**Run 1: placement by cell class**

Bar = 20 um.
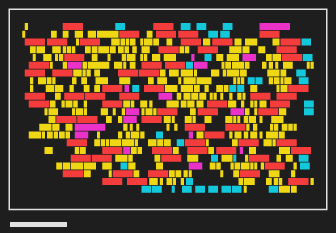
**Run 1: pin map**

Pins as bars across the die edge, other pins in gray.
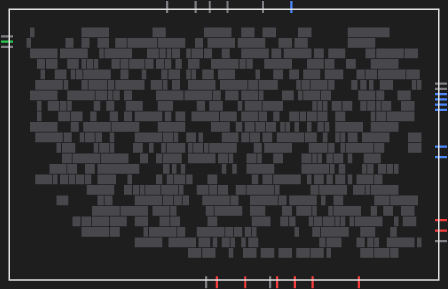
**Run 1: cells by drive strength**

Bar = 20 um.
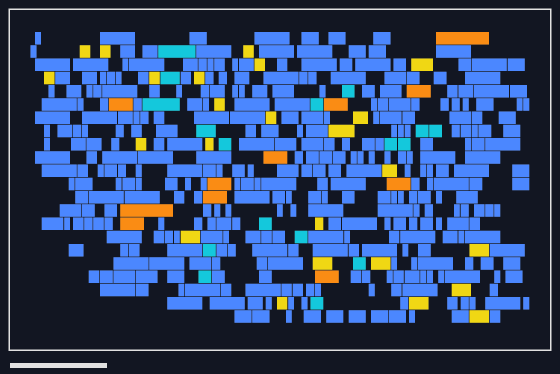
### config.mk
export PLATFORM = sky130hd
export DESIGN_NAME = count_display
export DESIGN_NICKNAME = d
export VERILOG_FILES = /design/src/rtl/count_display.sv
export SDC_FILE = /design/constraint.sdc
export NUM_CORES = 1
export LEC_CHECK = 0
export CAP_MARGIN = 20
export CORE_ASPECT_RATIO = 0.6
export CORE_MARGIN = 4
export CORE_UTILIZATION = 52
export DETAILED_ROUTE_END_ITERATION = 8
export MAX_ROUTING_LAYER = met4
export PLACE_DENSITY_LB_ADDON = 0.15
export RECOVER_POWER = 50
export SYNTH_ARGS = -nofsm -noshare
export SYNTH_HDL_FRONTEND = slang
export SYNTH_SLANG_ARGS = --single-unit
### constraint.sdc
create_clock -name clk_100mhz -period 2.3 [get_ports clk_100mhz]
set_input_delay 0.23 -clock clk_100mhz [delete_from_list [all_inputs] [get_ports clk_100mhz]]
set_output_delay 0.23 -clock clk_100mhz [all_outputs]
set_load 0.02 [all_outputs]
### src/rtl/count_display.sv
// Byte-to-BCD converter (double-dabble) driving a multiplexed 3-digit seven-segment display
// with leading-zero blanking; the display register only ever holds fully converted values.
module count_display #(
   parameter int REFRESH_COUNT = 100_000
) (
   input  logic       clk_100mhz,
   input  logic       reset_n,
   input  logic [7:0] value,
   input  logic       value_valid,
   output logic       busy,
   output logic [7:0] an,
   output logic [6:0] seg,
   output logic       dp
);

   localparam int CW = (REFRESH_COUNT > 2) ? $clog2(REFRESH_COUNT) : 1;
   localparam logic [CW-1:0] REFRESH_LAST = CW'(REFRESH_COUNT - 1);

   localparam logic [1:0] IDLE    = 2'd0;
   localparam logic [1:0] CONVERT = 2'd1;
   localparam logic [1:0] COMMIT  = 2'd2;

   logic [1:0]    state_reg;
   logic [7:0]    shift_reg;
   logic [11:0]   bcd_reg;
   logic [11:0]   bcd_adj;
   logic [2:0]    iter_reg;
   logic [11:0]   disp_reg;
   logic [CW-1:0] refresh_reg;
   logic [1:0]    digit_reg;
   logic [7:0]    an_reg;
   logic [6:0]    seg_reg;
   logic [7:0]    an_next;
   logic [6:0]    seg_next;
   logic [3:0]    nibble;
   logic          blank;

   // Add-3 correction applied to each BCD nibble before it is shifted.
   genvar gi;
   generate
      for (gi = 0; gi < 3; gi++) begin : g_adj
         assign bcd_adj[gi*4 +: 4] = (bcd_reg[gi*4 +: 4] >= 4'd5) ?
                                     bcd_reg[gi*4 +: 4] + 4'd3 : bcd_reg[gi*4 +: 4];
      end
   endgenerate

   always_ff @(posedge clk_100mhz) begin
      if (!reset_n) begin
         state_reg <= IDLE;
         shift_reg <= '0;
         bcd_reg   <= '0;
         iter_reg  <= '0;
         disp_reg  <= '0;
      end else begin
         case (state_reg)
            IDLE: begin
               if (value_valid) begin
                  shift_reg <= value;
                  bcd_reg   <= '0;
                  iter_reg  <= '0;
                  state_reg <= CONVERT;
               end
            end
            CONVERT: begin
               {bcd_reg, shift_reg} <= {bcd_adj[10:0], shift_reg, 1'b0};
               iter_reg <= iter_reg + 3'd1;
               if (iter_reg == 3'd7) begin
                  state_reg <= COMMIT;
               end
            end
            COMMIT: begin
               disp_reg  <= bcd_reg;
               state_reg <= IDLE;
            end
            default: state_reg <= IDLE;
         endcase
      end
   end

   assign busy = (state_reg != IDLE);

   always_ff @(posedge clk_100mhz) begin
      if (!reset_n) begin
         refresh_reg <= '0;
         digit_reg   <= 2'd0;
      end else if (refresh_reg == REFRESH_LAST) begin
         refresh_reg <= '0;
         digit_reg   <= (digit_reg == 2'd2) ? 2'd0 : digit_reg + 2'd1;
      end else begin
         refresh_reg <= refresh_reg + 1'b1;
      end
   end

   always_comb begin
      nibble = disp_reg[3:0];
      blank  = 1'b0;
      case (digit_reg)
         2'd0: begin
            nibble = disp_reg[3:0];
            blank  = 1'b0;
         end
         2'd1: begin
            nibble = disp_reg[7:4];
            blank  = (disp_reg[11:4] == 8'd0);
         end
         2'd2: begin
            nibble = disp_reg[11:8];
            blank  = (disp_reg[11:8] == 4'd0);
         end
         default: blank = 1'b1;
      endcase
   end

   always_comb begin
      case (nibble)
         4'd0:    seg_next = 7'b1000000;
         4'd1:    seg_next = 7'b1111001;
         4'd2:    seg_next = 7'b0100100;
         4'd3:    seg_next = 7'b0110000;
         4'd4:    seg_next = 7'b0011001;
         4'd5:    seg_next = 7'b0010010;
         4'd6:    seg_next = 7'b0000010;
         4'd7:    seg_next = 7'b1111000;
         4'd8:    seg_next = 7'b0000000;
         4'd9:    seg_next = 7'b0010000;
         default: seg_next = 7'b1111111;
      endcase
      an_next = ~(8'd1 << digit_reg);
      if (blank) begin
         seg_next = 7'b1111111;
         an_next  = 8'hFF;
      end
   end

   always_ff @(posedge clk_100mhz) begin
      if (!reset_n) begin
         an_reg  <= 8'b1111_1110;
         seg_reg <= 7'b1000000;
      end else begin
         an_reg  <= an_next;
         seg_reg <= seg_next;
      end
   end

   assign an  = an_reg;
   assign seg = seg_reg;
   assign dp  = 1'b1;

endmodule

==> ci_impl_report.md <==
### Flow metrics

| Metric | Value |
|---|---|
| Top logic family | simple AND/OR/NAND/NOR gates |
| Syn avg cell area | 8.88 um2 |
| Ant. Diodes | 0 |
| Post-Syn Instances | 372 |
| Cells along the critical path | inv_1, ha_2, nor2_1, a21oi_2, inv_1, ha_1, a21oi_1, a21o_1, a21boi_0 |
| Final worst clock skew | 0.00421 ns |
| Comb_multi_in | 271 |
| Well Taps | 84 |
| I/O pin total | 28 |
| Post-route ant nets | 0 |
| Synth area leader | dfxtp_1 |
| Row cnt | 22 |
| Final Hold Violating Endpoints | 0 |
| Worst Setup End Kind | register |
| Dominant logic cell type in the layout | dfxtp_1 |
| Clock-cell share | 0.0544 |
| Post-route insts no fill | 489 |
| Pwr dens | 620 nW/um2 |
| Overflow after GRT | 0 |
| Run status | complete, no violations |
| Tmin final | 2.05 ns |
| Combinational gate area | 1810 um2 |
| # hold bufs at CTS | 0 |
| DIE AREA | 7730 um2 |
| Slew Viols, Final | 0 |
| WHS | 0.479 ns |
| Reg-to-reg endpoint | seg[0] |
| Lkg Pwr | 1.49 nW |
| Via count | 2542 |
| EDFF count, synth | 0 |
| Total CTS buffers | 9 |
| Final core occ | 0.625 |
| CP Capture Point | seg[0] |
| Final instance area | 3840 um2 |
| Seq/total area | 0.349 |
| Chip Area, Yosys | 3300 um2 |
| Cell Type Count | 44 |
| DP Worst Slack | 0.157 ns |
| Combinational share of cell area | 0.471 |
| Basic Gates by Area | 0.226 |
| Post-synthesis cell type with the largest instance count | dfxtp_1 |
| Maximum VDD drop | 320 uV |
| Met1 usage | 0.267 |
| Main area contributors | dfxtp_1, ha_1, nand2_1 |
| Global Route Usage Sum | 0.191 |
| CP max stage delay | 0.44 ns |
| Max Fclk | 487 MHz |
| Met3 usage | 0.0541 |
| Placed cell area | 3630 um2 |
| CP max FO | 9 |
| Tot Pwr | 0.00238 W |
| Layout cell share with drive strength beyond 1 | 0.128 |
| Max-Cap Viols | 0 |
| # setup viols final | 0 |
| Resized Gates After CTS | 0 |
| Post-detailed-placement half-perimeter wirelength | 4860 um |
| Clk slew on worst S/H paths | 0.07 ns |
| WL per Instance | 13.8 um |
| Main flop type | dfxtp_1 |
| Routed wl met3 | 292 um |
| Area leader share | 0.406 |
| Synthesis-to-layout area growth | 16.2% |
| M2 GR Usage | 0.268 |
| Yosys cell count | 372 |
| Mux share | 0.0125 |
| DR vias/cell | 5.20 |
| Worst path most repeated cell | inv_1 |
| Stages on worst setup path | 9 |
| GR peak layer | met2 |
| Largest cell class by area | logic gates |
| Synthesized cell area | 3300 um2 |
| Routability Congestion | 0.808 |
| CTS Root Cell | clkbuf_8 |
| Most frequent cells in the layout | dfxtp_1, nand2_1, nor2_1 |
| Drt first-iter violations | 104 |
| Yosys warnings | 0 |
| Critical path launch point type | register |
## Picture notes: 'placement by cell class'
legend:
  cyan:
    class: remaining buffers and delay cells
    cells: 36
  yellow:
    class: remaining logic cells
    cells: 286
  magenta:
    class: clock drivers and dummy loads
    cells: 16
  red:
    class: registers
    cells: 67

## Picture notes: 'pin map'
legend:
  green:
    port: dp
    pins: 1
    direction: output
    edge: left
  red:
    port: value
    pins: 8
    direction: input
    edge: 6 bottom, 2 right
  blue:
    port: seg
    pins: 7
    direction: output
    edge: 6 right, 1 top
all pins by edge: 11 right, 8 bottom, 6 top, 3 left

## Picture notes: 'cells by drive strength'
legend:
  yellow:
    size: x2
    cells: 24
    share: 5.9%
    most_used: nor2_2
  orange:
    size: x6 and larger
    cells: 11
    share: 2.7%
    most_used: clkbuf_8
  blue:
    size: x1 and smaller
    cells: 353
    share: 87%
    most_used: dfxtp_1
  cyan:
    size: x3 and x4
    cells: 17
    share: 4.2%
    most_used: buf_4

==> run 1: how the worst min path moves through the flow <==
stage          cells after the start          from            to
3_3_place_gp                       2   disp_reg[2]   disp_reg[2]
3_5_place_dp                       2  shift_reg[5]  shift_reg[6]
4_1_cts                            3      value[6]  shift_reg[6]
5_1_grt                            3      value[6]  shift_reg[6]
6_report                           3      value[6]  shift_reg[6]
2_1_floorplan                      2      value[6]  shift_reg[6]
==> run 1: power breakdown <==
group	switching [W]	leakage [nW]	internal, W
Clock	0.000435	0.103	0.000608
Sequential	0.0000158	0.543	0.00118
Combinational	0.0000773	0.845	0.0000638
Total	0.000528	1.49	0.00185
Power and IR drop assume default switching activity.
